===== config.mk =====
export PLATFORM = sky130hd
export DESIGN_NAME = lsu_mem_ctrl_flat
export DESIGN_NICKNAME = d
export VERILOG_FILES = /design/src/rtl/lsu_pkg.sv /design/src/rtl/lsu_mem_ctrl_if.sv /design/src/rtl/lsu_load_extend.sv /design/src/rtl/lsu_mem_ctrl.sv /design/src/flat_wrapper.sv
export SDC_FILE = /design/constraint.sdc
export NUM_CORES = 1
export LEC_CHECK = 0
export ABC_AREA = 1
export CORE_MARGIN = 1.5
export CORE_UTILIZATION = 50
export DETAILED_ROUTE_END_ITERATION = 6
export PLACE_DENSITY = 0.84
export SYNTH_ARGS = -nofsm -noshare
export SYNTH_HDL_FRONTEND = slang
export SYNTH_SLANG_ARGS = --single-unit

===== constraint.sdc =====
create_clock -name clk -period 3.2 [get_ports clk]
set_input_delay 0.32 -clock clk [delete_from_list [all_inputs] [get_ports clk]]
set_output_delay 0.32 -clock clk [all_outputs]
set_load 0.01 [all_outputs]

===== src/rtl/lsu_pkg.sv =====
// Shared types and helpers for the load/store sequencer: funct3 codes, FSM states,
// access-size and byte-lane decoding.
package lsu_pkg;

  localparam logic [2:0] LB  = 3'b000;
  localparam logic [2:0] LH  = 3'b001;
  localparam logic [2:0] LW  = 3'b010;
  localparam logic [2:0] LD  = 3'b011;
  localparam logic [2:0] LBU = 3'b100;
  localparam logic [2:0] LHU = 3'b101;
  localparam logic [2:0] LWU = 3'b110;

  localparam logic [2:0] SB  = 3'b000;
  localparam logic [2:0] SH  = 3'b001;
  localparam logic [2:0] SW  = 3'b010;
  localparam logic [2:0] SD  = 3'b011;

  typedef enum logic [2:0] {
    StIdle,
    StLoad,
    StMrgRd,
    StWrite,
    StResp
  } state_t;

  // Access size in bytes (1/2/4/8) from funct3[1:0].
  function automatic logic [3:0] size_from_funct3(input logic [2:0] funct3);
    logic [3:0] size;
    case (funct3[1:0])
      2'b00:   size = 4'd1;
      2'b01:   size = 4'd2;
      2'b10:   size = 4'd4;
      default: size = 4'd8;
    endcase
    return size;
  endfunction

  function automatic logic [7:0] bytemask_from(input logic [3:0] size, input logic [2:0] off);
    logic [7:0] base;
    case (size)
      4'd1:    base = 8'h01;
      4'd2:    base = 8'h03;
      4'd4:    base = 8'h0f;
      default: base = 8'hff;
    endcase
    return base << off;
  endfunction

endpackage


===== src/rtl/lsu_mem_ctrl_if.sv =====
// Request/response bus between the execute stage (master) and the load/store sequencer (slave).
interface lsu_mem_ctrl_if;

  logic        req_valid;
  logic        req_ready;
  logic        req_is_store;
  logic [2:0]  req_funct3;
  logic [63:0] req_addr;
  logic [63:0] req_wdata;

  logic        resp_valid;
  logic [63:0] resp_rdata;
  logic        resp_misaligned;
  logic        resp_fault;

  modport master (
    output req_valid, req_is_store, req_funct3, req_addr, req_wdata,
    input  req_ready, resp_valid, resp_rdata, resp_misaligned, resp_fault
  );

  modport slave (
    input  req_valid, req_is_store, req_funct3, req_addr, req_wdata,
    output req_ready, resp_valid, resp_rdata, resp_misaligned, resp_fault
  );

endinterface


===== src/rtl/lsu_load_extend.sv =====
// Selects the addressed bytes from a memory doubleword and sign- or zero-extends them
// according to the load funct3.
module lsu_load_extend
  import lsu_pkg::*;
(
  input  logic [63:0] rdata,
  input  logic [2:0]  off,
  input  logic [2:0]  funct3,
  output logic [63:0] ext
);

  logic [63:0] shifted;

  always_comb begin
    shifted = rdata >> {off, 3'b000};
    // funct3[2] set selects the unsigned variants (LBU/LHU/LWU).
    unique case (funct3[1:0])
      2'b00:   ext = funct3[2] ? {56'd0, shifted[7:0]}  : {{56{shifted[7]}}, shifted[7:0]};
      2'b01:   ext = funct3[2] ? {48'd0, shifted[15:0]} : {{48{shifted[15]}}, shifted[15:0]};
      2'b10:   ext = funct3[2] ? {32'd0, shifted[31:0]} : {{32{shifted[31]}}, shifted[31:0]};
      default: ext = shifted;
    endcase
  end

endmodule


===== src/rtl/lsu_mem_ctrl.sv =====
// Load/store sequencer: turns RV64 byte/half/word/double loads and stores into doubleword
// accesses on a single-port-read/single-port-write data memory, using read-modify-write.
module lsu_mem_ctrl
  import lsu_pkg::*;
#(
  parameter int unsigned XLEN      = 64,
  parameter int unsigned MEM_WORDS = 1024
) (
  input  logic            clk,
  input  logic            rst_n,
  lsu_mem_ctrl_if.slave   lsu,
  output logic            mem_read,
  output logic            mem_write,
  output logic [63:0]     mem_addr,
  output logic [XLEN-1:0] mem_wdata,
  input  logic [XLEN-1:0] mem_rdata
);

  state_t      state_q;
  logic        is_store_q;
  logic [2:0]  funct3_q;
  logic [63:0] addr_q;
  logic [63:0] wdata_q;
  logic [63:0] merged_q;

  logic        resp_valid_q;
  logic [63:0] resp_rdata_q;
  logic        resp_mis_q;
  logic        resp_fault_q;

  // Request checks, evaluated on the live inputs in the accept cycle.
  logic [3:0]  req_size;
  logic [2:0]  align_mask;
  logic        req_illegal;
  logic        req_out_of_range;
  logic        req_misaligned;

  always_comb begin
    req_size         = size_from_funct3(lsu.req_funct3);
    align_mask       = 3'(req_size - 4'd1);
    req_illegal      = lsu.req_is_store ? lsu.req_funct3[2] : (lsu.req_funct3 == 3'b111);
    req_out_of_range = {3'b000, lsu.req_addr[63:3]} >= 64'(MEM_WORDS);
    req_misaligned   = |(lsu.req_addr[2:0] & align_mask);
  end

  // Read-modify-write merge of the latched store data into the fetched doubleword.
  logic [7:0]  byte_mask;
  logic [63:0] bit_mask;
  logic [63:0] shifted_wdata;
  logic [63:0] merge_val;

  always_comb begin
    byte_mask = bytemask_from(size_from_funct3(funct3_q), addr_q[2:0]);
    bit_mask  = '0;
    for (int i = 0; i < 8; i++) begin
      bit_mask[8*i +: 8] = {8{byte_mask[i]}};
    end
    shifted_wdata = wdata_q << {addr_q[2:0], 3'b000};
    merge_val     = (mem_rdata & ~bit_mask) | (shifted_wdata & bit_mask);
  end

  logic [63:0] load_val;

  lsu_load_extend u_load_extend (
    .rdata  (mem_rdata),
    .off    (addr_q[2:0]),
    .funct3 (funct3_q),
    .ext    (load_val)
  );

  always_ff @(posedge clk or negedge rst_n) begin
    if (!rst_n) begin
      state_q      <= StIdle;
      is_store_q   <= 1'b0;
      funct3_q     <= 3'b000;
      addr_q       <= '0;
      wdata_q      <= '0;
      merged_q     <= '0;
      resp_valid_q <= 1'b0;
      resp_rdata_q <= '0;
      resp_mis_q   <= 1'b0;
      resp_fault_q <= 1'b0;
    end else begin
      resp_valid_q <= 1'b0;
      unique case (state_q)
        StIdle: begin
          if (lsu.req_valid) begin
            is_store_q <= lsu.req_is_store;
            funct3_q   <= lsu.req_funct3;
            addr_q     <= lsu.req_addr;
            wdata_q    <= lsu.req_wdata;
            if (req_illegal || req_out_of_range) begin
              resp_fault_q <= 1'b1;
              resp_valid_q <= 1'b1;
              state_q      <= StResp;
            end else if (req_misaligned) begin
              resp_mis_q   <= 1'b1;
              resp_valid_q <= 1'b1;
              state_q      <= StResp;
            end else if (!lsu.req_is_store) begin
              state_q <= StLoad;
            end else if (lsu.req_funct3[1:0] == SD[1:0]) begin
              // Full doubleword store needs no read of the old contents.
              merged_q <= lsu.req_wdata;
              state_q  <= StWrite;
            end else begin
              state_q <= StMrgRd;
            end
          end
        end
        StLoad: begin
          resp_rdata_q <= load_val;
          resp_valid_q <= 1'b1;
          state_q      <= StResp;
        end
        StMrgRd: begin
          merged_q <= merge_val;
          state_q  <= StWrite;
        end
        StWrite: begin
          resp_valid_q <= 1'b1;
          state_q      <= StResp;
        end
        StResp: begin
          resp_rdata_q <= '0;
          resp_mis_q   <= 1'b0;
          resp_fault_q <= 1'b0;
          state_q      <= StIdle;
        end
        default: state_q <= StIdle;
      endcase
    end
  end

  // Memory strobes decode from state alone so an async reset drops them at once.
  always_comb begin
    mem_read  = (state_q == StLoad) || (state_q == StMrgRd);
    mem_write = (state_q == StWrite);
    mem_addr  = (mem_read || mem_write) ? {addr_q[63:3], 3'b000} : 64'd0;
    mem_wdata = mem_write ? merged_q : '0;
  end

  assign lsu.req_ready       = (state_q == StIdle);
  assign lsu.resp_valid      = resp_valid_q;
  assign lsu.resp_rdata      = resp_rdata_q;
  assign lsu.resp_misaligned = resp_mis_q;
  assign lsu.resp_fault      = resp_fault_q;

  logic unused_is_store;
  assign unused_is_store = is_store_q;

endmodule


===== src/flat_wrapper.sv =====
// flat-port wrapper written by rule: the top's interface ports become plain ports
module lsu_mem_ctrl_flat import lsu_pkg::*;
#(
  parameter int unsigned XLEN      = 64,
  parameter int unsigned MEM_WORDS = 1024
)
  (clk, rst_n, mem_read, mem_write, mem_addr, mem_wdata, mem_rdata, lsu_req_valid, lsu_req_is_store, lsu_req_funct3, lsu_req_addr, lsu_req_wdata, lsu_req_ready, lsu_resp_valid, lsu_resp_rdata, lsu_resp_misaligned, lsu_resp_fault);
  lsu_mem_ctrl_if lsu_i ();
  input  logic clk;
  input  logic rst_n;
  output logic mem_read;
  output logic mem_write;
  output logic [63:0] mem_addr;
  output logic [XLEN-1:0] mem_wdata;
  input  logic [XLEN-1:0] mem_rdata;
  input wire logic [$bits(lsu_i.req_valid)-1:0] lsu_req_valid;
  input wire logic [$bits(lsu_i.req_is_store)-1:0] lsu_req_is_store;
  input wire logic [$bits(lsu_i.req_funct3)-1:0] lsu_req_funct3;
  input wire logic [$bits(lsu_i.req_addr)-1:0] lsu_req_addr;
  input wire logic [$bits(lsu_i.req_wdata)-1:0] lsu_req_wdata;
  output wire logic [$bits(lsu_i.req_ready)-1:0] lsu_req_ready;
  output wire logic [$bits(lsu_i.resp_valid)-1:0] lsu_resp_valid;
  output wire logic [$bits(lsu_i.resp_rdata)-1:0] lsu_resp_rdata;
  output wire logic [$bits(lsu_i.resp_misaligned)-1:0] lsu_resp_misaligned;
  output wire logic [$bits(lsu_i.resp_fault)-1:0] lsu_resp_fault;
  assign lsu_i.req_valid = lsu_req_valid;
  assign lsu_i.req_is_store = lsu_req_is_store;
  assign lsu_i.req_funct3 = lsu_req_funct3;
  assign lsu_i.req_addr = lsu_req_addr;
  assign lsu_i.req_wdata = lsu_req_wdata;
  assign lsu_req_ready = lsu_i.req_ready;
  assign lsu_resp_valid = lsu_i.resp_valid;
  assign lsu_resp_rdata = lsu_i.resp_rdata;
  assign lsu_resp_misaligned = lsu_i.resp_misaligned;
  assign lsu_resp_fault = lsu_i.resp_fault;
  lsu_mem_ctrl #(.XLEN(XLEN), .MEM_WORDS(MEM_WORDS)) u_core (.clk(clk), .rst_n(rst_n), .lsu(lsu_i), .mem_read(mem_read), .mem_write(mem_write), .mem_addr(mem_addr), .mem_wdata(mem_wdata), .mem_rdata(mem_rdata));
endmodule

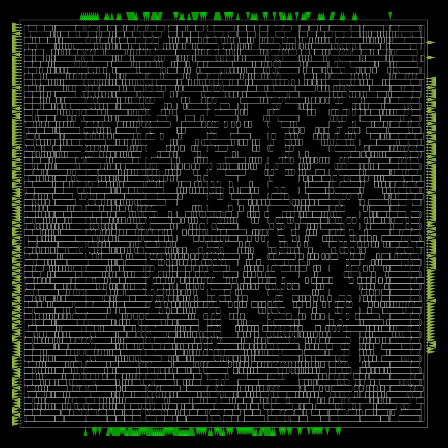
*Placed standard cells, run 1*
fin util: 66.7%
fraction of area in registers: 30.6%
Row Count: 66
Placeable Area: 0.0325 mm²

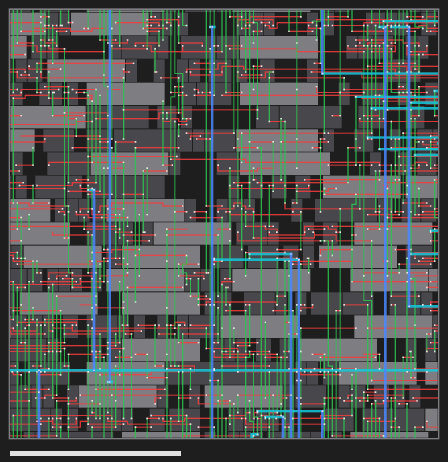
*Close-up of the layout, run 1*
Scale bar: 20 µm. Window x 21 to 71, y 21 to 71 µm. Cells in grey, sequential cells in the stronger grey; small squares are vias.
- green: M2
- cyan: M3
- blue: M4
- red: M1
- sequential cells in the window: 31
- netlist names of flops here include: u_core.addr_q (23), u_core.funct3_q (3), u_core.lsu.resp_rdata (2)
- cells with their middle in the window: 217
- most frequent: nor2_1 (45), dfrtp_1 (29), inv_1 (28)

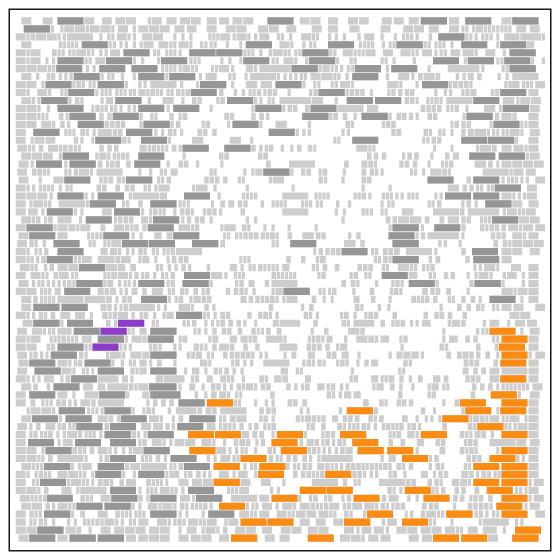
*Where the registers sit, run 1*
- orange: u_core.lsu.resp_rdata (placed flops 64)
- purple: u_core.state_q (placed flops 3)
Reg area: 0.00664 mm²
sequential power: 4.16 mW

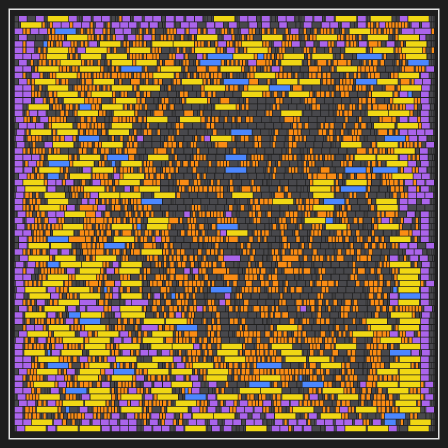
*Cell classes on the final placement, run 1*
Fill, decap, tap and diode cells in grey.
- blue: clock drivers and dummy loads (cells 56; share of their area 5.2%)
- purple: remaining buffers and delay cells (cells 432; share of their area 20%)
- yellow: registers (cells 265; share of their area 31%)
- orange: remaining logic cells (cells 2,041; share of their area 43%)
Finished Cell Area: 0.0217 mm²

## run 1: routing by layer
layer,global-route usage [%],up-vias,wire [µm]
met5,0,-,0
met4,16.6,0,3030
met3,10.5,158,7680
met2,61.3,1076,30500
met1,52.1,8654,27300
li1,-,8440,-
## run 1: path summary, 6_finish.rpt
| path | cells past startpoint | slack [ps] | end | startpoint |
|---|---|---|---|---|
| setup / recovery | 7 | 230 | mem_wdata[16] | u_core.state_q[0] |
| hold reg to reg | 2 | 480 | u_core.merged_q[5] | u_core.merged_q[5] |
| max in group asynchronous | 3 | 1860 | u_core.addr_q[40] | rst_n |
| setup reg to reg | 9 | 540 | u_core.merged_q[20] | u_core.funct3_q[1] |
| min in group clk | 3 | 330 | u_core.addr_q[4] | lsu_req_addr[4] |
| hold / removal | 2 | 320 | u_core.merged_q[20] | rst_n |
==> CHANGELOG.md, run 1 <==
### Changed

* Status: finished clean
* Gpl congestion at 0.985
* Flop pwr share at 38.2%
* Dominant synthesized flop cell: dfrtp_1
* Peak Freq at 337 MHz
* Most common cell in the netlist: nand2_1
* Rel. slew slack at 39.4%
* Max-area cell share at 40.2%
* Fin crit share at 92.7%
* Logic pwr share at 26.4%
* Syn. warnings at 0
* P_sw at 3.74 mW
* Pre-Repair DR Iteration Count at 6
* Vias/cell at 5.66
* Synthesis-to-layout area growth at 31.6%
* Die Span Y at 185 µm
* Switching portion of total power at 34.3%
* H-tree lvl count at 1
* Final Non-Filler Cells at 3,238
* Remaining DRCs at 0
* Slowest cell on the critical path: clkdlybuf4s50_1
* ClkCell Share at 5.04%
* Distinct cells, synth at 36
* Element type at the critical path start: flop
* Chip area at 0.0341 mm²
* Pleak at 10.6 nW
* CP bufs+invs at 4
* ANT cells at 2
* Post-synth EDFFs at 0
* Ports at 397
* Placed cell count at 3,179
* Top cells, area: dfrtp_1, nand2_1, nand3_1
* Worst Hold Class: input port to asynchronous set/reset pin
* Largest net degree at the start of global routing at 109
* Chip width at 185 µm
* CTS buffer count at 30
* First-pass GRT wire length at 101 mm
* Layout cell share with drive strength beyond 1 at 7.02%
* VDD IR-drop max at 0.000399 V
* Setup bufs post-CTS at 0
* Mapped Area at 0.0165 mm²
* Clock buffers at 41
* DRT antenna net count at 0
* Non-clock buffers, area share at 19.9%
* CP Data Arrival Time at 2650 ps
* Ys cells at 2,459
* Total tool warning count at 30
* Internal Power at 7.15 mW
* Final hold slack at 324 ps
* CP dominant cell by count: nor2_1
* Wire per inst at 21.2 µm
* CTS clk-pin slew, worst paths at 60 ps
* Critical path type: flop to output pin
* Final wirelength at 68.5 mm
* Bufs w/o clock at 432
* Yosys xor share at 0%
* Max Transition Viols Final at 0
* Init Core Util at 50.7%
* Largest class: logic gates
* Clk buf depth at 3
* Critical path capture point type: output pin
* Latency at later pin at 580 ps
* Clock share of power at 35.5%
* Final WS setup at 234 ps
* Flop count at 265
* FFs w/ async S/R, synth at 100%
* Syn_area_per_cell at 6.71 µm²
* Synth area leader: dfrtp_1
* Synthesized instance count at 2,459
* Final tally of hold violations at 0
* Setup TNS at 0 ps
* And+or+nand+nor area frac at 34.4%
* Initial antenna violation count at 1
* TritonCTS clock tree: yes
* YS chip area at 0.0165 mm²
* Ys flops at 265
* Worst path max stage delay at 580 ps
* PortBufs at 393
* Mux frac, synth at 2.80%
* Adders+Majority by Area at 0%
* Combinational gate count at 1,820
* Family with the most delay on the worst path: buffers and inverters
* CTS Sinks at 265
* Post-CTS Hold Buffers at 1
* Vias at 18,300
* Power, Total at 10.9 mW
* Synth Seq Share at 40.2%
* Vias in the first global route at 17,100
* CP Max Fanout at 64
* Pre-CTS setup slack at 579 ps
* Tap cells at 442
* Final HPWL DP at 51.0 mm
* Power per standard cell area at 502 mW/mm²
* Post-synth top cells: nand2_1, nor2_1, dfrtp_1
* Max Cap Viol at 0
* Worst-Margin Slew at 908 ps
* Top cells excl fill/tap: nand2_1, clkdlybuf4s50_1, nor2_1, dfrtp_1, nand3_1
* Total grt overflow at 0
* Non-CTS inverters at 221
* All-Layer GR Usage at 39.5%
* Placed cell areas at 0.0206 mm²
* Worst clock skew at 10.4 ps
* Fillcell total at 2,831
* Worst EP required at 2880 ps
* Multi-input gate share of total cell area at 38.1%
* Logic area at 0.00826 mm²
* Commonest Layout Cell: nand2_1
* CP Cell Sequence: inv_2 > nor2_1 > inv_1 > nor2_1 > inv_4 > nor2_1 > clkdlybuf4s50_1
* P_clk at 3.86 mW
* RSZ-0062 raised after global routing: no
* Finish-stage setup viols at 0
* Initial DRC count at 2,063
* Top non-seq family: simple AND/OR/NAND/NOR gates
* Ao+oa area frac at 12.6%
* Resized Gates After CTS at 1
* Root Buffer: clkbuf_16
### Wiring heat map, run 1

Scale bar: 50 µm. 37 x 37 tiles, from black (low) to pale yellow (high), scaled to the fullest tile. Values are wire area over tile area, all layers added.
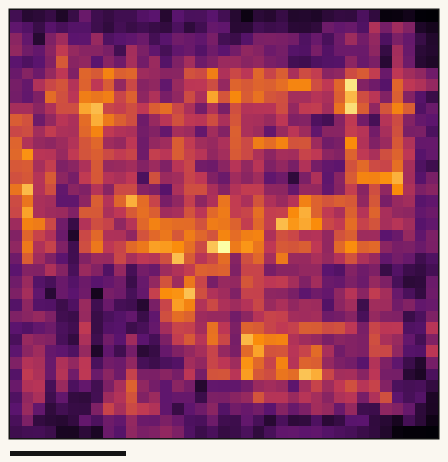

==> run 1 -> run 2 <==
Settings changed: CAP_MARGIN set to 10, PLACE_DENSITY 0.84 to 0.8.
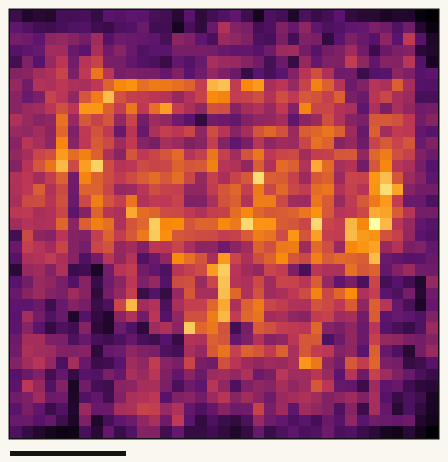
*Wiring heat map, run 2*
Scale bar: 50 µm. 37 x 37 tiles, from black (low) to pale yellow (high), scaled to the fullest tile. Values are wire area over tile area, all layers added.
- fullest tile: 0.84
- emptiest ninth of the die: lower left
- mean over tiles: 0.35
- tiles over half the peak: 31%
- densest ninth of the die: centre
Vias: 18,500
final wirelength: 68.6 mm
wire per inst: 21.2 µm
All-Layer GR Usage: 39.6%

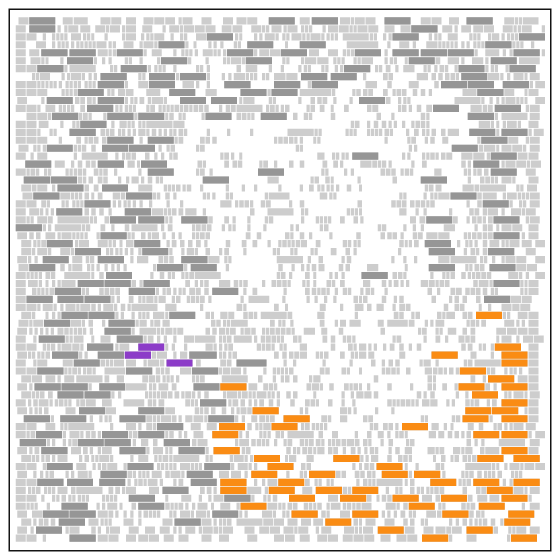
*Where the registers sit, run 2*
- orange: u_core.lsu.resp_rdata (placed flops 64)
- purple: u_core.state_q (placed flops 3)
fraction of area in registers: 30.8%
fin util: 66.3%
sequential power: 4.17 mW

==> run 2 against run 1 <==
Against the previous run:
- maximum frequency decreased by 1.6%
- critical path type unchanged
- critical endpoint is now mem_addr[55]
- count of clock-buffer cells in the layout increased by 3
- combinational power about the same
- largest cell class unchanged
- largest power group unchanged
- hold slack got worse by 67 ps
- worst setup slack got worse by 50 ps
- sequential power about the same
- power decreased by 2.2%
==> CHANGELOG.md, run 2 <==
### Changed

* Final HPWL DP at 51.3 mm (+0.59%)
* Met1 Routed Length at 27.5 mm (+0.68%)
* Rel. slew slack at 41.1% (+1.7 points)
* Placed cell count at 3,173 (-0.19%)
* Combinational gate count at 1,820 (unchanged)
* Worst EP required at 2880 ps (about the same)
* Placed cell areas at 0.0205 mm² (-0.28%)
* Max Transition Viols Final at 0 (unchanged)
* Adders+Majority by Area at 0% (unchanged)
* Status: finished clean
* Layout cell share with drive strength beyond 1 at 6.71% (-0.30 points)
* Max-area cell share at 40.2% (unchanged)
* Final tally of hold violations at 0 (unchanged)
* Synth Seq Share at 40.2% (unchanged)
* Top Consumer: registers
* Critical path capture point type: output pin
* Ports at 397 (unchanged)
* Worst clock skew at 12.5 ps (+2.09 ps)
* Fin crit share at 94.3% (+1.6 points)
* CTS clk-pin slew, worst paths at 70 ps (about the same)
* CP Max Fanout at 29 (-55%)
* Bufs w/o clock at 426 (-1.4%)
* Latency at later pin at 590 ps (about the same)
* Largest class: logic gates
* Ys flops at 265 (unchanged)
* CP Cell Sequence: nor2_4 > inv_1 > nand2_2 > buf_4 > nor2_1 > clkdlybuf4s50_1
* DRT antenna net count at 0 (unchanged)
* ClkCell Share at 4.72% (-0.33 points)
* Total tool warning count at 26 (-13%)
* Clock buffers at 44 (+7.3%)
* Pleak at 10.5 nW (-0.77%)
* Vias/cell at 5.72 (+1.0%)
* Syn. warnings at 0 (unchanged)
* Power per standard cell area at 494 mW/mm² (-1.6%)
* Mux frac, synth at 2.80% (unchanged)
* Element type at the critical path start: flop
* Remaining DRCs at 0 (unchanged)
* Pre-Repair DR Iteration Count at 7 (+1)
* Total grt overflow at 0 (unchanged)
* Switching portion of total power at 35.3% (+0.95 points)
* ANT cells at 1 (-1)
* M1 GR Usage at 53.4% (+1.2 points)
* Top cells excl fill/tap: nand2_1, clkdlybuf4s50_1, nor2_1, dfrtp_1, nand3_1
* Placeable Area at 0.0325 mm² (unchanged)
* Pre-CTS setup slack at 541 ps (-38.1 ps)
* Power, Total at 10.7 mW (-2.2%)
* Ao+oa area frac at 12.6% (unchanged)
* Top routing layer used: met4
* Non-clock buffers, area share at 19.7% (-0.14 points)
* Die Span Y at 185 µm (unchanged)
* Top non-seq family: simple AND/OR/NAND/NOR gates
* Synth area leader: dfrtp_1
* Distinct cells, synth at 36 (unchanged)
* CP bufs+invs at 3 (-1)
* Most common cell in the netlist: nand2_1
* Finish-stage setup viols at 0 (unchanged)
* P_clk at 3.64 mW (-5.7%)
* Internal Power at 6.89 mW (-3.6%)
* Non-CTS inverters at 221 (unchanged)
* Family with the most delay on the worst path: buffers and inverters
* Clk buf depth at 3 (unchanged)
* Multi-input gate share of total cell area at 38.3% (+0.24 points)
* Post-synth EDFFs at 0 (unchanged)
* Commonest Layout Cell: nand2_1
* Dominant synthesized flop cell: dfrtp_1
* Chip width at 185 µm (unchanged)
* Ys cells at 2,459 (unchanged)
* YS chip area at 0.0165 mm² (unchanged)
* Reg area at 0.00664 mm² (unchanged)
* Post-synth top cells: nand2_1, nor2_1, dfrtp_1
* Setup TNS at 0 ps (unchanged)
* H-tree lvl count at 1 (unchanged)
* Largest net degree at the start of global routing at 91 (-17%)
* Synthesized instance count at 2,459 (unchanged)
* Met3 routed WL at 7.74 mm (+0.85%)
* Initial DRC count at 2,412 (+17%)
* VDD IR-drop max at 0.000414 V (+3.8%)
* Logic pwr share at 26.7% (+0.3 points)
* CP Data Arrival Time at 2700 ps (+50 ps)
* Initial antenna violation count at 2 (+1)
* PortBufs at 393 (unchanged)
* Peak Freq at 332 MHz (-1.6%)
* Root Buffer: clkbuf_16
* Yosys xor share at 0% (unchanged)
* Worst-Margin Slew at 883 ps (-25.4 ps)
* Met2 Track Usage GR at 61.3% (about the same)
* Final hold slack at 256 ps (-67.2 ps)
* Slowest cell on the critical path: clkdlybuf4s50_1
* Met2 WL post-DR at 30.5 mm (-0.28%)
* Max Cap Viol at 0 (unchanged)
* Gpl congestion at 1.03 (+4.1%)
* Syn_area_per_cell at 6.71 µm² (unchanged)
* Finished Cell Area at 0.0216 mm² (-0.63%)
* Synthesis-to-layout area growth at 30.7%
* FFs w/ async S/R, synth at 100% (unchanged)
* TritonCTS clock tree: yes
* Busiest grt layer: met2
* Mapped Area at 0.0165 mm² (unchanged)
* CTS buffer count at 29 (-3.3%)
* Clock share of power at 34.2% (-1.3 points)
* Flop pwr share at 39.1% (+0.9 points)
* Chip area at 0.0341 mm² (unchanged)
* Top cells, area: dfrtp_1, nand2_1, nand3_1
* Row Count at 66 (unchanged)
* P_sw at 3.76 mW (+0.50%)
* CTS Sinks at 265 (unchanged)
* Met3 Resource Use GR at 9.39% (-1.1 points)
* Logic area at 0.00826 mm² (unchanged)
* RSZ-0062 raised after global routing: no
* Vias in the first global route at 17,200 (+0.67%)
* And+or+nand+nor area frac at 34.4% (unchanged)
* Setup bufs post-CTS at 0 (unchanged)
* First-pass GRT wire length at 102 mm (+0.52%)
* Critical path type: flop to output pin
* Worst Hold Class: input port to asynchronous set/reset pin
* Comb pwr at 2.85 mW
* Worst path max stage delay at 540 ps (-40 ps)
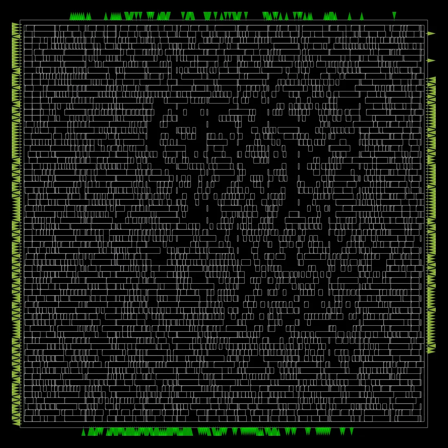
*Placed standard cells, run 2*
flop count: 265
fillcell total: 2,906
tap cells: 442
Final Non-Filler Cells: 3,229

[run 2: worst paths after layout]
check / start / slack, ps / end / cells past startpoint
setup / recovery: u_core.state_q[1] / 180 / mem_addr[55] / 6
hold / removal: rst_n / 260 / u_core.merged_q[22] / 2
setup reg to reg: u_core.addr_q[0] / 420 / u_core.lsu.resp_rdata[43] / 9
hold reg to reg: u_core.merged_q[13] / 480 / u_core.merged_q[13] / 2
max in group asynchronous: rst_n / 1930 / u_core.merged_q[52] / 3
min in group clk: lsu_req_addr[4] / 320 / u_core.addr_q[4] / 3
[run 2: what timing repair did]
action / CTS / global route
hold buffers: 1 / 0
endpoints found under the hold margin: 66 / 0
resized: 1 / 0
endpoints found under the setup margin: 14 / 0
### Close-up of the layout, run 2

Scale bar: 20 µm. Window x 21 to 71, y 21 to 71 µm. Cells in grey, sequential cells in the stronger grey; small squares are vias.
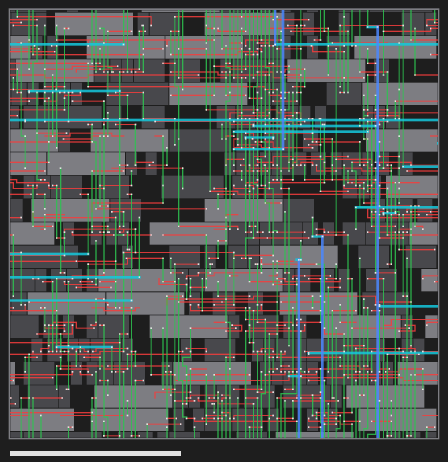

==> run 2 -> run 3 <==
==> constraint.sdc (replaced) <==
create_clock -name clk -period 3.2 [get_ports clk]
set_input_delay 0.64 -clock clk [delete_from_list [all_inputs] [get_ports clk]]
set_output_delay 0.64 -clock clk [all_outputs]
set_load 0.01 [all_outputs]
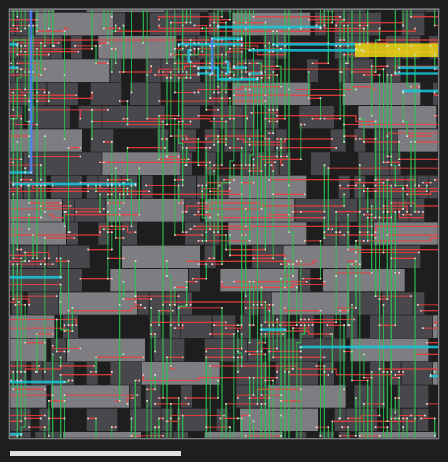
*Close-up of the layout, run 3*
Scale bar: 20 µm. Window x 21 to 71, y 21 to 71 µm. Cells in grey, sequential cells in the stronger grey; small squares are vias.
- yellow: M5
- blue: M4
- red: M1
- cyan: M3
- green: M2
- cells with their middle in the window: 208
- most frequent: clkdlybuf4s50_1 (31), inv_1 (30), nor2_1 (30)
- netlist names of flops here include: u_core.addr_q (24), u_core.state_q (3)
- sequential cells in the window: 31

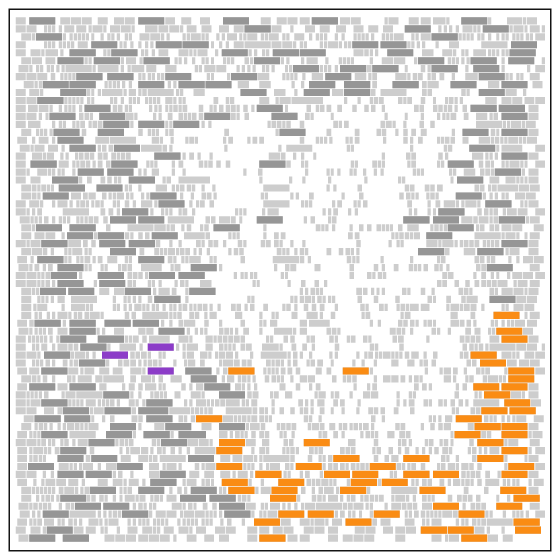
*Where the registers sit, run 3*
- purple: u_core.state_q (placed flops 3)
- orange: u_core.lsu.resp_rdata (placed flops 64)
sequential power: 4.14 mW
fin util: 66.3%
fraction of area in registers: 30.7%

==> run 3 against run 2 <==
Against the previous run:
- the flow now finishes with violations (design-rule violations)
- final cell count about the same
- routed wire length increased by 0.18%
- largest power group unchanged
- count of clock-buffer cells in the layout decreased by 4
- hold slack got worse by 250 ps
- largest cell class unchanged
==> CHANGELOG.md, run 3 <==
### Changed

* Non-clock buffers, area share at 20.2% (+0.49 points)
* Multi-input gate share of total cell area at 38.3% (about the same)
* YS chip area at 0.0165 mm² (unchanged)
* Synthesized instance count at 2,459 (unchanged)
* Top routing layer used: met5
* Logic area at 0.00828 mm² (+0.18%)
* Post-synth EDFFs at 0 (unchanged)
* Clock share of power at 32.1% (-2.1 points)
* Top cells, area: dfrtp_1, nand2_1, nand3_1
* Total grt overflow at 0 (unchanged)
* Critical path type: flop to output pin
* Placeable Area at 0.0325 mm² (unchanged)
* VDD IR-drop max at 0.000384 V (-7.3%)
* Reg area at 0.00664 mm² (unchanged)
* Failing checks: design-rule violations
* Root Buffer: clkbuf_16
* Met2 Track Usage GR at 63.8% (+2.4 points)
* Top cells excl fill/tap: nand2_1, clkdlybuf4s50_1, nor2_1, dfrtp_1, nand3_1
* Pre-CTS setup slack at 292 ps (-249 ps)
* Gpl congestion at 1.02 (-0.81%)
* Flop pwr share at 40.0% (+0.9 points)
* Combinational gate count at 1,820 (unchanged)
* Final hold slack at 4.51 ps (-252 ps)
* TritonCTS clock tree: yes
* Reg2reg start: u_core.funct3_q[1]
* Post-synth top cells: nand2_1, nor2_1, dfrtp_1
* Row Count at 66 (unchanged)
* Met1 Routed Length at 27.8 mm (+1.2%)
* Internal Power at 6.70 mW (-2.7%)
* Power per standard cell area at 480 mW/mm² (-2.9%)
* Worst path max stage delay at 560 ps (+20 ps)
* CTS Sinks at 265 (unchanged)
* P_clk at 3.32 mW (-8.8%)
* CP Data Arrival Time at 2480 ps (-220 ps)
* Max Cap Viol at 0 (unchanged)
* CTS clk-pin slew, worst paths at 60 ps (about the same)
* Ports at 397 (unchanged)
* Syn. warnings at 0 (unchanged)
* Ys flops at 265 (unchanged)
* Reg2Reg Setup Slack at 600 ps (+180 ps)
* Vias/cell at 5.69 (-0.45%)
* Remaining DRCs at 2 (+2)
* Final HPWL DP at 51.8 mm (+0.90%)
* FFs w/ async S/R, synth at 100% (unchanged)
* Fin crit share at 97.4% (+3.2 points)
* Vias in the first global route at 17,100 (-0.29%)
* Chip area at 0.0341 mm² (unchanged)
* Setup TNS at 0 ps (unchanged)
* H-tree lvl count at 1 (unchanged)
* Peak Freq at 321 MHz (-3.2%)
* Critical Path End: mem_wdata[53]
* Pleak at 10.7 nW (+1.5%)
* Latency at later pin at 560 ps (-30 ps)
* CP Cell Sequence: inv_2 > nor2_1 > inv_2 > nor2_4 > inv_4 > buf_12 > nor2_2 > clkdlybuf4s50_1
* Status: finished, violations left
* Largest net degree at the start of global routing at 126 (+38%)
* Final tally of hold violations at 0 (unchanged)
* Worst clock skew at 17.1 ps (+4.58 ps)
* Met3 routed WL at 7.46 mm (-3.6%)
* Mapped Area at 0.0165 mm² (unchanged)
* Busiest grt layer: met2
* R2R depth at 8 (-1)
* CTS buffer count at 28 (-3.4%)
* Met3 Resource Use GR at 8.63% (-0.75 points)
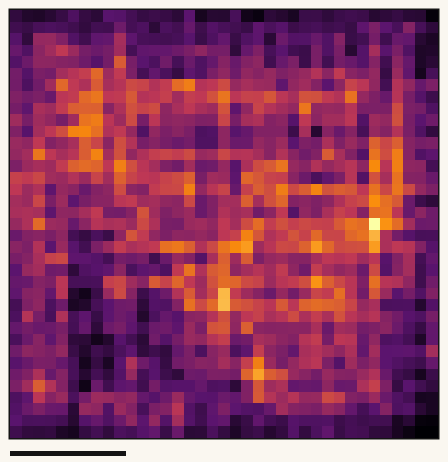
*Wiring heat map, run 3*
Scale bar: 50 µm. 37 x 37 tiles, from black (low) to pale yellow (high), scaled to the fullest tile. Values are wire area over tile area, all layers added.
- nearly empty tiles: 0.40%
- mean over tiles: 0.34
- fullest tile: 0.95
Vias: 18,400
final wirelength: 68.7 mm
wire per inst: 21.3 µm
All-Layer GR Usage: 39.8%

-- run 3: netlist changes by cell type in the layout (fill, tap and decap cells not counted), sizes merged --
cell,previous run,this run
clkdlybuf4s50,392,384
dlymetal6s2s,0,8
buf,33,38
clkbuf,44,40
clkinv,4,8
clkinvlp,2,0
bufinv,3,2
diode,1,0
dlygate4sd3,1,0
inv,222,221
-- run 3: cells by family after synthesis --
| family | share of synthesized area [%] |
|---|---|
| AND-OR/OR-AND | 12.6 |
| multiplexers | 2.80 |
| other | 0.0227 |
| buffers and inverters | 9.91 |
| AND/OR/NAND/NOR | 34.4 |
| flip-flops | 40.2 |
-- run 3: timing repair --
action                                  4_1_cts  5_1_grt
gates resized                                 4       10
endpoints found under the setup margin       52       20
buffers inserted                              1        0
pin swaps                                     1        1
No activity file was given, so power comes from the tool's default toggle rates.
